Fig. 1: sequential cells coloured by netlist name
Scale: 1.5 px per um. Other sequential cells in the stronger grey, the rest of the logic in the fainter grey.
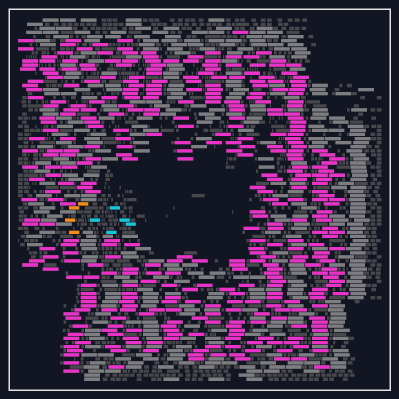
Fig. 2: metal 3
Scale: 2 px per um.
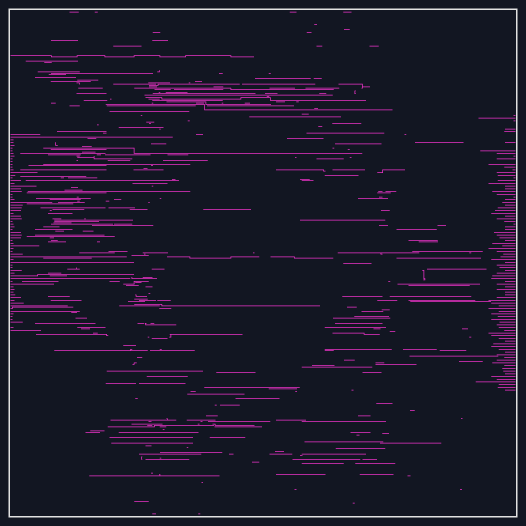
Fig. 3: drive-strength map
Scale: 2 px per um.
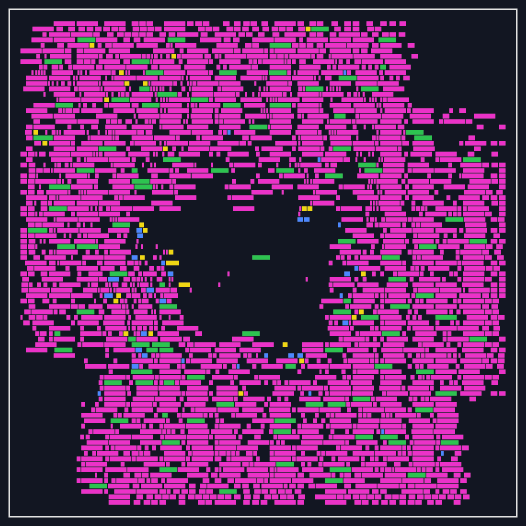
Fig. 4: clock routing
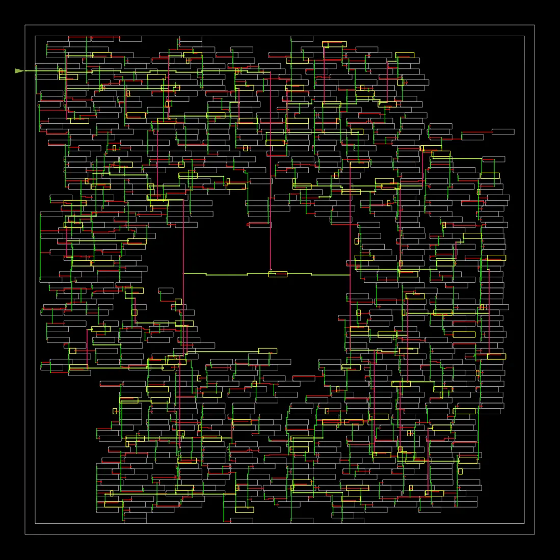
Fig. 5: wire density map
Scale: 1.5 px per um. The die is cut into 25 by 25 equal tiles; black is low, pale yellow is high, scaled to the fullest tile. Values are wire area over tile area, all layers added.
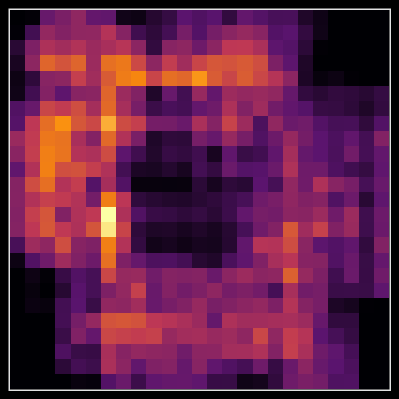
<file path="config.mk">
export PLATFORM = sky130hd
export DESIGN_NAME = fft_frame_collector
export DESIGN_NICKNAME = d
export VERILOG_FILES = /design/src/rtl/fft_frame_collector.sv
export SDC_FILE = /design/constraint.sdc
export NUM_CORES = 1
export LEC_CHECK = 0
export CAP_MARGIN = 20
export CORE_MARGIN = 5
export CORE_UTILIZATION = 49
export DETAILED_ROUTE_END_ITERATION = 10
export HOLD_SLACK_MARGIN = 0.1
export MAX_ROUTING_LAYER = met4
export PLACE_DENSITY = 0.76
export RECOVER_POWER = 25
export SLEW_MARGIN = 5
export SYNTH_ARGS = -nofsm -noshare
export SYNTH_HDL_FRONTEND = slang
export SYNTH_SLANG_ARGS = --single-unit
</file>
<file path="constraint.sdc">
create_clock -name Clk -period 11.9 [get_ports Clk]
set_input_delay 2.38 -clock Clk [delete_from_list [all_inputs] [get_ports Clk]]
set_output_delay 2.38 -clock Clk [all_outputs]
set_load 0.02 [all_outputs]
</file>
<file path="src/rtl/fft_frame_collector.sv">
// Collects decimated audio samples into 16-sample frames and double-buffers them for a downstream FFT.
// Optional 50% frame overlap is enabled by defining FRAME_OVERLAP_EN.
module fft_frame_collector #(
    parameter int DECIM = 1
) (
    input  logic               Clk,
    input  logic               Reset,
    input  logic signed [23:0] sample_in,
    input  logic               sample_valid,
    input  logic               frame_ack,
    output logic signed [23:0] s0,
    output logic signed [23:0] s1,
    output logic signed [23:0] s2,
    output logic signed [23:0] s3,
    output logic signed [23:0] s4,
    output logic signed [23:0] s5,
    output logic signed [23:0] s6,
    output logic signed [23:0] s7,
    output logic signed [23:0] s8,
    output logic signed [23:0] s9,
    output logic signed [23:0] s10,
    output logic signed [23:0] s11,
    output logic signed [23:0] s12,
    output logic signed [23:0] s13,
    output logic signed [23:0] s14,
    output logic signed [23:0] s15,
    output logic               frame_valid,
    output logic [4:0]         fill_count,
    output logic               overrun
);
    localparam int DATA_W = 24;
    localparam int SLOTS  = 16;
`ifdef FRAME_OVERLAP_EN
    localparam logic [4:0] RESTART = 5'd8;
`else
    localparam logic [4:0] RESTART = 5'd0;
`endif

    typedef enum logic {FILL, HOLD} state_t;

    state_t                   state, state_nxt;
    logic [3:0]               dcnt;
    logic                     accept, transfer;
    logic [4:0]               fill_nxt;
    logic                     fv_nxt, ovr_nxt;
    logic [3:0]               wr_slot;
    logic signed [DATA_W-1:0] fill_buf [SLOTS];
    logic signed [DATA_W-1:0] out_bank [SLOTS];

    assign accept   = sample_valid && (dcnt == 4'd0);
    assign transfer = (state == HOLD) && (!frame_valid || frame_ack);
    // A sample landing on the transfer edge starts the next frame at the restart slot.
    assign wr_slot  = transfer ? RESTART[3:0] : fill_count[3:0];

    always_ff @(posedge Clk) begin
        if (Reset) begin
            state       <= FILL;
            fill_count  <= 5'd0;
            frame_valid <= 1'b0;
            overrun     <= 1'b0;
        end else begin
            state       <= state_nxt;
            fill_count  <= fill_nxt;
            frame_valid <= fv_nxt;
            overrun     <= ovr_nxt;
        end
    end

    always_comb begin
        state_nxt = state;
        fill_nxt  = fill_count;
        fv_nxt    = frame_valid;
        ovr_nxt   = overrun;
        unique case (state)
            FILL: begin
                if (accept) begin
                    fill_nxt = fill_count + 5'd1;
                    if (fill_count == 5'd15)
                        state_nxt = HOLD;
                end
            end
            HOLD: begin
                if (transfer) begin
                    state_nxt = FILL;
                    fill_nxt  = RESTART + {4'd0, accept};
                end else if (accept) begin
                    ovr_nxt = 1'b1;
                end
            end
        endcase
        if (transfer)
            fv_nxt = 1'b1;
        else if (frame_ack)
            fv_nxt = 1'b0;
    end

    // The counter keeps running in HOLD so the decimation phase never slips.
    always_ff @(posedge Clk) begin
        if (Reset)
            dcnt <= 4'd0;
        else if (sample_valid)
            dcnt <= (dcnt == 4'(DECIM - 1)) ? 4'd0 : dcnt + 4'd1;
    end

    always_ff @(posedge Clk) begin
        if (Reset) begin
            for (int i = 0; i < SLOTS; i++) begin
                fill_buf[i] <= '0;
                out_bank[i] <= '0;
            end
        end else begin
            if (transfer) begin
                for (int i = 0; i < SLOTS; i++)
                    out_bank[i] <= fill_buf[i];
`ifdef FRAME_OVERLAP_EN
                for (int i = 0; i < SLOTS / 2; i++)
                    fill_buf[i] <= fill_buf[i + SLOTS / 2];
`endif
            end
            if (accept && (state == FILL || transfer))
                fill_buf[wr_slot] <= sample_in;
        end
    end

    assign s0  = out_bank[0];
    assign s1  = out_bank[1];
    assign s2  = out_bank[2];
    assign s3  = out_bank[3];
    assign s4  = out_bank[4];
    assign s5  = out_bank[5];
    assign s6  = out_bank[6];
    assign s7  = out_bank[7];
    assign s8  = out_bank[8];
    assign s9  = out_bank[9];
    assign s10 = out_bank[10];
    assign s11 = out_bank[11];
    assign s12 = out_bank[12];
    assign s13 = out_bank[13];
    assign s14 = out_bank[14];
    assign s15 = out_bank[15];
endmodule
</file>
==> Slide: Implementation Results <==
Implementation Results

Worst setup path
  – Crit path DRT: 12.12 ns

Synth
  – Yosys reg bits: 780
  – Syn Area/Cell: 16.0 um^2
  – Synth Instances: 1810
  – Synth warn: 0
  – Floorplan Nets: 1842
  – Synth Flop Type: edfxtp_1

Cells and area
  – Final core occ: 62.2%
  – Area growth syn-to-layout: 26.5%
  – Fraction of final layout cells sized beyond drive strength 1: 7.20%
  – Most frequent cells in the layout: edfxtp_1 (768), and2_1 (406), clkdlybuf4s50_1 (405)

STA
  – Normalized max-slew margin: -162%
  – Max Slew Vio Count: 291
  – Fmax: 127 MHz
  – Endpoints failing setup: 0
  – Worst-margin pin slew: 3.93 ns
  – Post-route setup TNS: 0 ns

Job
  – Log Warnings: 36
  – Max cap viols: 7

GRT
  – Vias in the first global route: 15600
  – Grt total ovfl: 0
  – Pin count of the biggest net entering global routing: 195
  – First-pass GRT wire length: 104000 um

Place
  – DP Worst Slack: 5.81 ns
  – RD Place Congestion: 0.842

Die
  – Die width: 253 um
  – DIE HEIGHT: 253 um
  – FP Util: 49.2%
  – Core Region: 58800 um^2

Clock network
  – H-tree level count: 3
  – Post-CTS setup buffers: 0
  – Buffer depth of the longest clock path: 3
  – # hold bufs at CTS: 0
  – CTS clk-pin slew, worst paths: 0.06 ns

Routing
  – Initial drt markers: 1600
  – Total routed wirelength: 73300 um
  – Routed vias: 16000

Run status
  – Status: complete, but fails checks
  – Failing checks: max-capacitance violations, max-slew violations
Back to the opening pictures, Fig. 1:
fill_buf: drawn in magenta, sequential cells 384, where all over the die. dcnt: drawn in orange, sequential cells 4, where west. fill_count: drawn in cyan, sequential cells 5, where west.

Back to the opening pictures, Fig. 2:
326 nets have wire on it. The layer holds 9.6% of the routed length. The layer carries 7060 um of wire. The longest straight run is 114 um.

Back to the opening pictures, Fig. 3:
_2 cells: drawn in blue, cells 32, most used clkinv_2. _6 and larger: drawn in green, cells 105, most used clkbuf_16. _3 and _4 cells: drawn in yellow, cells 28, most used buf_4. _0 and _1 cells: drawn in magenta, cells 2128, most used edfxtp_1.

Back to the opening pictures, Fig. 4:
Final Skew: 0.0149 ns
clock sink total: 780
CTS Buf Count: 76
Clk power: 2420 uW

Back to the opening pictures, Fig. 5:
The fullest tile reaches 0.65. 14% of the tiles are over half the peak. The mean over all tiles is 0.19.

through the flow:
step                hold slack [ns]  power, uW  instance area [um^2]
floorplan                     0.485       3400                 28900
global placement              0.493       3580                 34000
detailed placement            0.503       3600                 34100
CTS                           0.510       5990                 36600
global route                  0.525       6130                 36600
finish                        0.510       5950                 36600
sequential cells by signal (all words and copies together), names as in the netlist:
| signal | flops |
|---|---|
| frame_valid | 1 |
| dcnt | 4 |
| overrun | 1 |
| state | 1 |
| fill_count | 5 |
| fill_buf | 384 |
| out_bank | 384 |
final cells by class:
type | instances | area (um^2) | area share (%)
sequential | 780 | 23300 | 63.7
multi-input combinational | 909 | 5200 | 14.2
timing repair buffer | 460 | 4580 | 12.5
clock buffer | 89 | 2010 | 5.51
tap | 773 | 967 | 2.64
clock inverter | 49 | 495 | 1.35
inverter | 6 | 22.5 | 0.0615
antenna | 2 | 5.00 | 0.0137
path summary, 6_finish.rpt:
kind / from / slack (ns) / cells past startpoint / end
worst max-delay path: Reset / 4.02 / 5 / out_bank[1][57]
worst min-delay path: fill_buf[1][18] / 0.51 / 1 / out_bank[0][42]
worst max register to register: state / 7.56 / 4 / out_bank[1][57]
worst min register to register: fill_buf[1][18] / 0.51 / 1 / out_bank[0][42]
power breakdown:
group          internal, uW  leakage [uW]  total [uW]  switching, uW
Sequential             3130       0.00803        3170           42.9
Combinational           127       0.00374         364            237
Clock                  1410       0.00122        2420           1000
Total                  4670        0.0130        5950           1290
Yosys cell counts, types with 2 or more instances:
cell type / instances / area [um^2]
and2_1: 457 / 2860
buf_6: 3 / 33.8
nor2_2: 3 / 18.8
nor2_1: 180 / 676
buf_2: 6 / 30.0
nand3_1: 2 / 10.0
o21ai_0: 12 / 60.1
o41ai_1: 2 / 17.5
nand4_1: 3 / 18.8
and3_1: 2 / 12.5
clkbuf_1: 99 / 372
buf_1: 5 / 18.8
clkbuf_2: 2 / 10.0
inv_1: 6 / 22.5
nor2b_1: 146 / 913
edfxtp_1: 768 / 23100
xor2_1: 2 / 17.5
nand2b_1: 3 / 18.8
nand2_1: 63 / 236
or4_1: 2 / 15.0
ha_1: 4 / 50.1
dfxtp_1: 12 / 240
nor3_1: 7 / 35.0
a21oi_1: 6 / 30.0
routing by layer:
layer  routed length (um)  share of wire (%)  track usage, %
met1                28200                 38            30.3
met2                35800                 49            36.8
met3                 7060                9.6            4.87
met4                 2260                3.1            7.34
met5                    0                  0               -
cell families (layout without fill, tap and decap cells):
family,Yosys count,in the layout,share of synthesized area (%)
compound gates,26,26,0.541
xor+xnor,3,3,0.0909
fa+ha+maj,4,4,0.173
buf+inv,121,604,1.68
flops,780,780,80.6
mux,2,2,0.0735
other cells,0,2,0
simple gates,874,874,16.9
worst max-delay path, cell delays in order:
cell and delay, ns:
clkbuf_1 2.30, inv_1 0.23, nand2_1 1.13, buf_4 0.98
buf_4 0.90
Power is estimated from default activity; no workload was simulated.
